$ cat config.mk
export PLATFORM = sky130hd
export DESIGN_NAME = ram_access_controller
export DESIGN_NICKNAME = d
export VERILOG_FILES = /design/src/rtl/ram_access_controller.sv
export SDC_FILE = /design/constraint.sdc
export NUM_CORES = 1
export LEC_CHECK = 0
export ABC_AREA = 1
export CELL_PAD_IN_SITES_DETAIL_PLACEMENT = 0
export CELL_PAD_IN_SITES_GLOBAL_PLACEMENT = 1
export CORE_UTILIZATION = 33
export CTS_CLUSTER_SIZE = 20
export DETAILED_ROUTE_END_ITERATION = 10
export PLACE_DENSITY_LB_ADDON = 0.1
export SETUP_SLACK_MARGIN = 0.15
export SLEW_MARGIN = 20
export SYNTH_ARGS = -nofsm -noshare
export SYNTH_HDL_FRONTEND = slang
export SYNTH_SLANG_ARGS = --single-unit
$ cat constraint.sdc
create_clock -name clk -period 1.4 [get_ports clk]
set_clock_uncertainty 0.15 [all_clocks]
set_input_delay 0.28 -clock clk [delete_from_list [all_inputs] [get_ports clk]]
set_output_delay 0.28 -clock clk [all_outputs]
set_load 0.01 [all_outputs]
$ cat src/rtl/ram_access_controller.sv
// ram_access_controller: sole master of a single-port RAM.
// After reset (or a clear pulse) it writes INIT_VALUE to every location.
// It then serves one read or write request per cycle.
// Read data comes back on rsp_valid two edges after the request is accepted.
//
// Handshake: a request transfers on a rising edge where req_valid and
// req_ready are both high. req_ready depends only on the FSM state and the
// clear input, never on req_valid, so there is no combinational loop back
// to the requester. While req_valid is high and req_ready is low, the
// requester must hold req_we, req_addr and req_wdata stable.
module ram_access_controller #(
    parameter int                    DATA_WIDTH = 8,
    parameter int                    ADDR_WIDTH = 6,
    parameter logic [DATA_WIDTH-1:0] INIT_VALUE = '0
) (
    input  logic                  clk,
    input  logic                  rst,
    input  logic                  clear,
    input  logic                  req_valid,
    output logic                  req_ready,
    input  logic                  req_we,
    input  logic [ADDR_WIDTH-1:0] req_addr,
    input  logic [DATA_WIDTH-1:0] req_wdata,
    output logic                  rsp_valid,
    output logic [DATA_WIDTH-1:0] rsp_data,
    output logic                  init_done,
    output logic [DATA_WIDTH-1:0] ram_data,
    output logic [ADDR_WIDTH-1:0] ram_addr,
    output logic                  ram_we,
    input  logic [DATA_WIDTH-1:0] ram_q
);

    localparam int CW    = ADDR_WIDTH + 1;
    localparam int DEPTH = 1 << ADDR_WIDTH;

    typedef enum logic {
        INIT = 1'b0,
        RUN  = 1'b1
    } state_t;

    state_t          state, state_next;
    logic [CW-1:0]   cnt, cnt_next;
    logic            fill_last;
    logic            accept;
    logic            p1, p2;

    // The counter is one bit wider than the address.
    // The sweep ends on DEPTH-1, so only the low bits ever reach the RAM pins.
    assign fill_last = (cnt == CW'(DEPTH - 1));
    assign req_ready = (state == RUN) & ~clear;
    assign accept    = req_valid & req_ready;

    // Next state and next fill counter.
    always_comb begin
        state_next = state;
        cnt_next   = cnt;
        case (state)
            INIT: begin
                if (clear) begin
                    cnt_next = '0;
                end else if (fill_last) begin
                    cnt_next   = '0;
                    state_next = RUN;
                end else begin
                    cnt_next = cnt + CW'(1);
                end
            end
            RUN: begin
                if (clear) begin
                    cnt_next   = '0;
                    state_next = INIT;
                end
            end
            default: begin
                cnt_next   = '0;
                state_next = INIT;
            end
        endcase
    end

    // State, fill counter and init_done registers.
    always_ff @(posedge clk or posedge rst) begin
        if (rst) begin
            state     <= INIT;
            cnt       <= '0;
            init_done <= 1'b0;
        end else begin
            state     <= state_next;
            cnt       <= cnt_next;
            init_done <= (state_next == RUN);
        end
    end

    // RAM pin registers: fill writes in INIT, accepted requests in RUN.
    always_ff @(posedge clk or posedge rst) begin
        if (rst) begin
            ram_we   <= 1'b0;
            ram_addr <= '0;
            ram_data <= '0;
        end else if ((state == INIT) && !clear) begin
            ram_we   <= 1'b1;
            ram_addr <= cnt[ADDR_WIDTH-1:0];
            ram_data <= INIT_VALUE;
        end else if (accept) begin
            ram_we   <= req_we;
            ram_addr <= req_addr;
            ram_data <= req_we ? req_wdata : '0;
        end else begin
            ram_we   <= 1'b0;
        end
    end

    // Read pipeline: the RAM registers the address one edge after we drive it.
    // Its q output is captured on the edge after that.
    always_ff @(posedge clk or posedge rst) begin
        if (rst) begin
            p1        <= 1'b0;
            p2        <= 1'b0;
            rsp_valid <= 1'b0;
            rsp_data  <= '0;
        end else begin
            p1        <= accept & ~req_we;
            p2        <= p1;
            rsp_valid <= p2;
            if (p2) begin
                rsp_data <= ram_q;
            end
        end
    end

endmodule

**Routed metal, one color a layer**

(6 px per um)
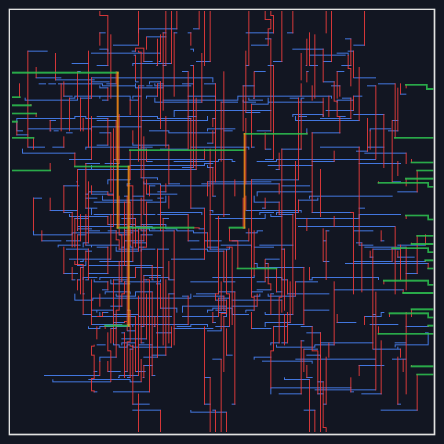
M3 -> green  # wire length 192 um
M4 -> orange  # wire length 68.0 um
M1 -> blue  # wire length 1680 um
M2 -> red  # wire length 1950 um

**Selected gate families**

(6 px per um)
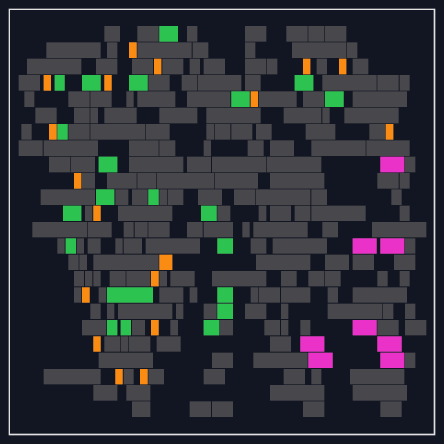
inv cells -> orange  # cells 18, most used inv_1
aoi and oai cells -> green  # cells 21, most used o21ai_2
mux cells -> magenta  # cells 8, most used mux2_2, where bottom right

==> summary.txt <==
Entry: Yosys synthesis followed by OpenROAD place and route.

Detailed routing:
- The run puts the mean routed wirelength per cell at 13.2 um.
- After detailed routing, the number of remaining DRC violations is 12.

Hold path:
- In this run the worst hold path is classified as flip-flop to flip-flop.
- The run gives the worst hold path startpoint as p1$_DFF_PP0_.

Layout:
- The run puts the non-filler instance count after layout at 294.
- The run puts the non-clock buffer contribution to total cell area at 29.4%.
- The class occupying the most area after layout is reported as registers.
- The run gives the number of nets at the end of the flow as 269.
- The run gives the final core utilization as 58.9%.

GRT:
- Per the GRT congestion report, total overflow comes to 0.
- The run puts the met2 global-route usage at 28.8%.
- The run gives the maximum number of pins on one net before global-route repair as 26.
- The first global-routing pass estimated 6420 um of wire.

Logic synthesis:
- The run gives the cell count listed in synth_stat.txt as 151.
- The run puts the number of distinct standard cells referenced by the synthesized netlist at 28.
- Post-synthesis, Yosys gives the total cell area as 1550 um2.
- The run gives the cell taking the most area after synthesis as sky130_fd_sc_hd__dfrtp_1.
- The run puts the fraction of synthesis flops using an asynchronous set or reset pin at 100%.

STA:
- The run puts the number of hold-slack violations in the final timing report at 0.
- At the pin with the least slew margin, the transition time is 0.336 ns.

Run:
- The run puts the max-cap check violation count at 0.

Clock network:
- TritonCTS built the clock tree.
- The run gives the number of H-tree levels as 2.
- The run puts the post-cts resize count at 134.

Outcome:
- The flow ran to the end, but the final reports show violations.
- The final reports fail on design-rule violations.

Critical path:
- In the setup report, the worst path falls into the class flip-flop to output pin.

Floorplan:
- In this run the full chip footprint comes out at 4990 um2.
**Port wiring**

(6 px per um)
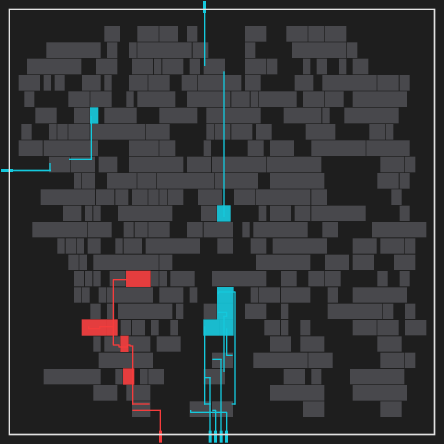
`req_addr` -> cyan  # bits 6, direction input, edge 4 bottom, 1 left, 1 top, end cells 6, buffers 6, wire 142 um
`clear` -> red  # bits 1, direction input, edge bottom, end cells 5, buffers 1, wire 42.7 um

-- where the power goes --
| group | internal (mW) | switching, mW | leakage, nW |
|---|---|---|---|
| combinational | 0.329 | 0.260 | 0.769 |
| sequential | 1.06 | 0.0781 | 0.454 |
| clock | 0.533 | 0.348 | 0.0524 |
-- kinds of logic after synthesis --
kind of cell | after synthesis | share of synthesized area [%]
simple gates | 61 | 22.5
flops | 34 | 54.8
buf+inv | 24 | 6.60
compound gates | 22 | 9.02
mux | 8 | 5.80
xor+xnor | 1 | 0.564
fa+ha+maj | 1 | 0.805
-- critical path, stage by stage (launching register included) --
cell and delay [ns]:
sky130_fd_sc_hd__dfrtp_2 0.37, sky130_fd_sc_hd__inv_2 0.05, sky130_fd_sc_hd__nor2_4 0.13, sky130_fd_sc_hd__buf_6 0.12
Power figures rest on the tool's default switching activity, not on a simulated workload.
